[src/rtl/xif_gpio.sv]
// GPIO block on a MemSplit32 slave port: output set/clear/toggle, synchronised
// inputs, and edge-triggered pending bits that drive a level interrupt.
module xif_gpio #(
    parameter int unsigned GPIO_WIDTH  = 32,
    parameter logic [31:0] BASE_ADDR   = 32'h80000000,
    parameter int unsigned SYNC_STAGES = 2
) (
    input  logic                  clk_i,
    input  logic                  rst_i,
    input  logic                  xif_req_i,
    input  logic                  xif_we_i,
    input  logic [31:0]           xif_addr_bi,
    input  logic [3:0]            xif_be_bi,
    input  logic [31:0]           xif_wdata_bi,
    output logic                  xif_ack_o,
    output logic                  xif_resp_o,
    output logic [31:0]           xif_rdata_bo,
    input  logic [GPIO_WIDTH-1:0] gpio_bi,
    output logic [GPIO_WIDTH-1:0] gpio_bo,
    output logic                  irq_o
);
    localparam int unsigned W = GPIO_WIDTH;
    localparam logic [2:0] WARM = 3'(SYNC_STAGES + 1);

    logic                          hit, wr, rd;
    logic [2:0]                    off;
    logic [31:0]                   bmask;
    logic [W-1:0]                  wmask, wbits;
    logic [W-1:0]                  out_q, ren_q, fen_q, pend_q, prev_q, in_sync;
    logic [W-1:0]                  out_d, ren_d, fen_d, w1c, edges, rd_val;
    logic [SYNC_STAGES-1:0][W-1:0] sync_q;
    logic [2:0]                    warm_q;
    logic [31:0]                   rd_word;
    logic                          unused_ok;

    assign hit       = xif_addr_bi[31:5] == BASE_ADDR[31:5];
    assign off       = xif_addr_bi[4:2];
    assign xif_ack_o = xif_req_i & hit;
    assign wr        = xif_ack_o & xif_we_i;
    assign rd        = xif_ack_o & ~xif_we_i;
    assign bmask     = {{8{xif_be_bi[3]}}, {8{xif_be_bi[2]}}, {8{xif_be_bi[1]}}, {8{xif_be_bi[0]}}};
    assign wmask     = bmask[W-1:0];
    assign wbits     = xif_wdata_bi[W-1:0] & wmask;
    assign unused_ok = ^{xif_addr_bi[1:0], xif_wdata_bi, bmask};

    assign in_sync = sync_q[SYNC_STAGES-1];
    assign gpio_bo = out_q;

    // Edges are ignored until the synchroniser and prev flop hold real pin data.
    assign edges = (warm_q == 3'd0) ?
                   ((in_sync & ~prev_q & ren_q) | (~in_sync & prev_q & fen_q)) : '0;

    always_comb begin
        out_d = out_q;
        ren_d = ren_q;
        fen_d = fen_q;
        w1c   = '0;
        if (wr) begin
            case (off)
                3'd0:    out_d = (out_q & ~wmask) | wbits;
                3'd2:    out_d = out_q | wbits;
                3'd3:    out_d = out_q & ~wbits;
                3'd4:    out_d = out_q ^ wbits;
                3'd5:    ren_d = (ren_q & ~wmask) | wbits;
                3'd6:    fen_d = (fen_q & ~wmask) | wbits;
                3'd7:    w1c   = wbits;
                default: ;
            endcase
        end
    end

    always_comb begin
        rd_val = '0;
        case (off)
            3'd0:    rd_val = out_q;
            3'd1:    rd_val = in_sync;
            3'd5:    rd_val = ren_q;
            3'd6:    rd_val = fen_q;
            3'd7:    rd_val = pend_q;
            default: rd_val = '0;
        endcase
        rd_word        = '0;
        rd_word[W-1:0] = rd_val;
    end

    always_ff @(posedge clk_i) begin
        if (rst_i) begin
            out_q        <= '0;
            ren_q        <= '0;
            fen_q        <= '0;
            pend_q       <= '0;
            prev_q       <= '0;
            sync_q       <= '0;
            warm_q       <= WARM;
            irq_o        <= 1'b0;
            xif_resp_o   <= 1'b0;
            xif_rdata_bo <= '0;
        end else begin
            out_q        <= out_d;
            ren_q        <= ren_d;
            fen_q        <= fen_d;
            sync_q       <= {sync_q[SYNC_STAGES-2:0], gpio_bi};
            prev_q       <= in_sync;
            if (warm_q != 3'd0)
                warm_q <= warm_q - 3'd1;
            // Set beats clear when an edge and a W1C land together.
            pend_q       <= (pend_q & ~w1c) | edges;
            irq_o        <= |pend_q;
            xif_resp_o   <= rd;
            xif_rdata_bo <= rd ? rd_word : '0;
        end
    end
endmodule

[config.mk]
export PLATFORM = sky130hd
export DESIGN_NAME = xif_gpio
export DESIGN_NICKNAME = d
export VERILOG_FILES = /design/src/rtl/xif_gpio.sv
export SDC_FILE = /design/constraint.sdc
export NUM_CORES = 1
export LEC_CHECK = 0
export ABC_CLOCK_PERIOD_IN_PS = 3890
export CORE_MARGIN = 1
export CORE_UTILIZATION = 40
export DETAILED_ROUTE_END_ITERATION = 8
export GPL_TIMING_DRIVEN = 0
export PLACE_DENSITY = 0.67
export SYNTH_ARGS = -nofsm -noshare
export SYNTH_HDL_FRONTEND = slang
export SYNTH_SLANG_ARGS = --single-unit
[constraint.sdc]
create_clock -name clk_i -period 3.89 [get_ports clk_i]
set_clock_uncertainty 0.2 [all_clocks]
set_input_delay 0.9725 -clock clk_i [delete_from_list [all_inputs] [get_ports clk_i]]
set_output_delay 0.9725 -clock clk_i [all_outputs]
set_load 0.005 [all_outputs]
==> run notes <==
Physical implementation status

Endpoints failing hold in the final report were tallied at 0. The worst-case vdd ir drop stands at 349.7 uV. The combinational share of cell area stands at 0.4328. Port buffering added 165 buffers. The largest net degree at the start of global routing stands at 20. The run finished, with violations left. The fraction of power spent switching nets stands at 0.2429. The count of plain and timing-repair buffers stands at about 310.

Clock latency on the worst-skew pair, taken at its later pin, is around 0.55 ns. The run reported a max-capacitance violation count of 0. Per Yosys stat, the portion of area used by sequential elements is 0.4132. The iteration tally of the first detailed-router pass stands at 9. After synthesis the cells add up to 0.01265 mm^2. The share of the clock period used by the worst path stands at 0.9842. The maximum net fanout on the critical path stands at 5.

The DRC violation count after routing stands at 12. Global route summary, busiest routing layer listed as met2. The post-synthesis cell type count stands at 41. The data arrival time at the worst-slack endpoint stands at 2.66 ns. Registers represent a cell area share of 0.3305.

The logs give a warning total of 29. The script extracted a net switching power of 0.001445 W. Routing resource usage on met2 recorded by global route was 0.4233. The floorplan has about 64 rows.

The worst setup slack for register-to-register paths stands at 1.74 ns. Counting flops and latches in the post-synthesis netlist gives 261. The root buffer cell chosen for the clock tree is clkbuf_16. The area enclosed by the die boundary stands at 0.03233 mm^2.

The detailed router reports a met3 wire length of 4254 um. The total area of multi-input combinational cells stands at 0.006842 mm^2. After synthesis, the design contains 1,396 cells according to Yosys. The endpoint of the worst hold path is reported as in_sync[26].

After synthesis, the cell types taking the most area are dfxtp_1, a21oi_1, mux2i_1. The number of nets at floorplan stands at 1,534. The initial antenna violation count came to 1. The checks that failed: design-rule violations.

The detailed router's first-iteration violation count stands at roughly 1.2k. In the power breakdown, the internal column shows 0.004505 W. In the final report, the number of endpoints failing setup comes to 0. Compared with the post-synthesis result, the final layout area differs by 25.01%. Derived from the worst setup path, the maximum achievable clock frequency is 261.2 MHz. The combined flip-flop and latch cell area stands at 0.005225 mm^2. The power dissipated in the clock network stands at roughly 0.0027 W. The CTS log lists the clock sinks for this run as 261. For the finished layout, the period the worst path requires is 3.828 ns. The core region is 0.03083 mm^2. In the setup report, the worst path falls into the class primary input to output pin. The power report lists the sequential group at 0.00274 W. Total power normalized to cell area comes to 376.4 mW/mm^2. The worst hold-check slack stands at 0.2323 ns.

The library cell used most frequently in the layout, excluding fill and tap cells, is dfxtp_1. For this run, the number of Yosys warnings is 0. The clock share of power stands at 0.454. Nets still carrying antenna violations after routing amount to 0. The finished cells cover 0.01581 mm^2. In the floorplan report the effective utilization is 0.4102. STA classifies the critical path endpoint as an output pin. Looking at the clock tree report, the H-tree level count equals 1.

The capture point of the worst register-to-register path is recorded as pend_q[17]. The relative area of clock buffers and inverters in the final design stands at 0.05817. The highest metal layer carrying signal wires in the routed design is met5. The number of vias per cell stands at between 6 and 7. Setup repair after global routing left no endpoint under its margin. The floorplan step set the die width to around 180 um. The report puts the cell count of the worst reg-to-reg path at 7. According to the finish report, the design has a final net count of 1,731. The instance tally after logic synthesis stands at 1,396.
==> worst max path at each step <==
stage | startpoint | end | slack [ns] | depth (start not counted)
floorplan | xif_addr_bi[21] | xif_ack_o | 0.35 | 6
global placement | xif_addr_bi[14] | xif_ack_o | -1.28 | 7
detailed placement | xif_addr_bi[14] | xif_ack_o | -1.32 | 7
CTS | xif_addr_bi[16] | xif_ack_o | 0.01 | 7
global route | xif_addr_bi[24] | xif_ack_o | 0.04 | 5
finish | xif_addr_bi[24] | xif_ack_o | 0.06 | 5
==> cells in the mapped netlist <==
cell,n
or4_1,2
nand2b_1,67
or3b_2,1
nand2_1,98
or2_1,1
nor4_1,12
or3_1,1
or4_4,2
buf_2,15
clkbuf_1,109
nand4_1,69
mux2_2,3
a21oi_1,161
a311oi_1,32
and3_1,2
nand3b_1,64
nand4b_1,2
or4b_1,1
buf_6,8
nor4_2,2
xnor2_1,1
and3b_1,1
mux2i_1,63
buf_1,7
and4_1,1
o21ai_0,32
nor4b_1,1
a211oi_1,3
o2bb2ai_1,32
nor2_1,37
o31ai_2,40
nor3b_1,3
nor3_1,4
o21bai_1,32
dfxtp_1,261
o31ai_1,24
ha_1,34
inv_1,9
nor2b_1,97
o41ai_1,32
a22oi_1,30
==> cell families (layout without fill, tap and decap cells) <==
logic type / count (synthesis) / after routing / synth area share
AND-OR/OR-AND: 418 / 418 / 0.2353
XOR/XNOR: 1 / 1 / 0.0006927
adder cells (fa/ha/maj): 34 / 34 / 0.03364
buffers and inverters: 148 / 363 / 0.05016
flip-flops: 261 / 261 / 0.4132
multiplexers: 66 / 66 / 0.05254
AND/OR/NAND/NOR: 468 / 468 / 0.2145
==> critical path, stage by stage <==
cell and delay (ns):
clkdlybuf4s50_1 0.40, or4b_4 0.59, or2_4 0.31, nor3_4 0.23
clkbuf_2 0.15
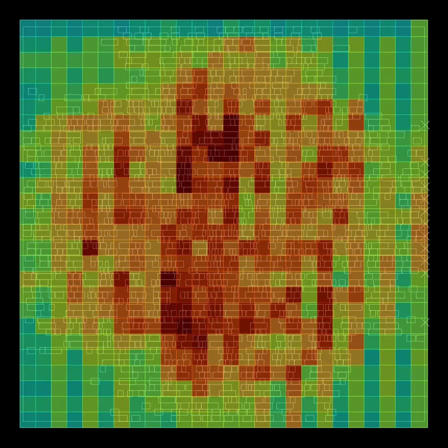
(routing congestion map)
Global Route met1 Usage: 0.3528
overall fraction of global-route tracks in use: 0.2673
utilization after layout: 0.5128
global-route track usage on met3: 0.04417

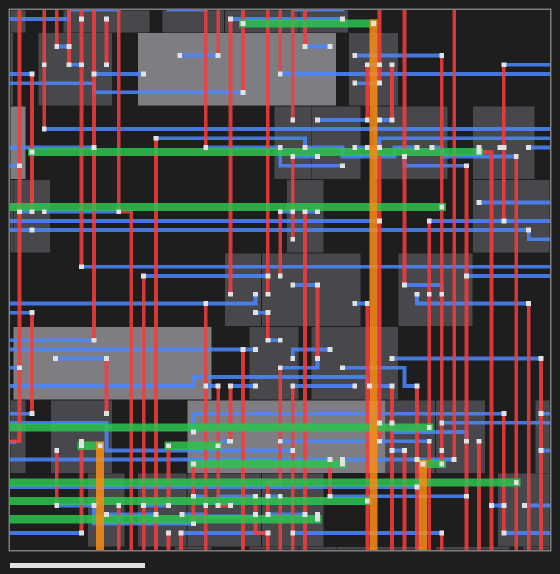
(layout detail)
Bar = 5 um. Window x 125 to 145, y 125 to 145 um. Cells in gray, sequential cells in the stronger gray; small squares are vias.
| color | layer |
|---|---|
| red | M2 |
| green | M3 |
| blue | M1 |
| orange | M4 |
sequential cells in the window: 3
most frequent: a21oi_1 (5), nand2_1 (4), dfxtp_1 (3)
cells with their middle in the window: 25
netlist names of flops here include: prev_q (2), pend_q (1)

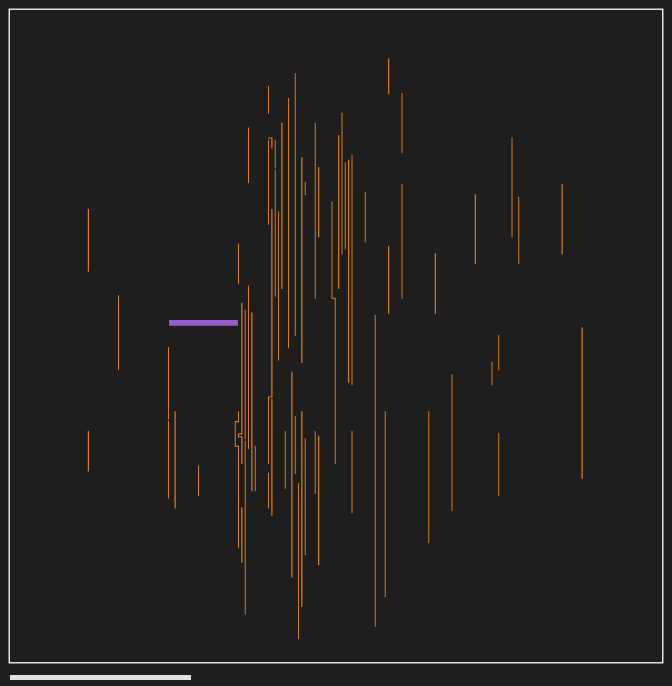
(routed metal, one color a layer)
Bar = 50 um. Only two layers are drawn.
| color | layer | wire length |
|---|---|---|
| purple | M5 | 17.5 um |
| orange | M4 | 2,050 um |
average detailed-routed wire length per instance: 22.19 um
vias after detailed routing: 12.11k
total routed wirelength: 44,540 um

Power and IR drop assume default switching activity.
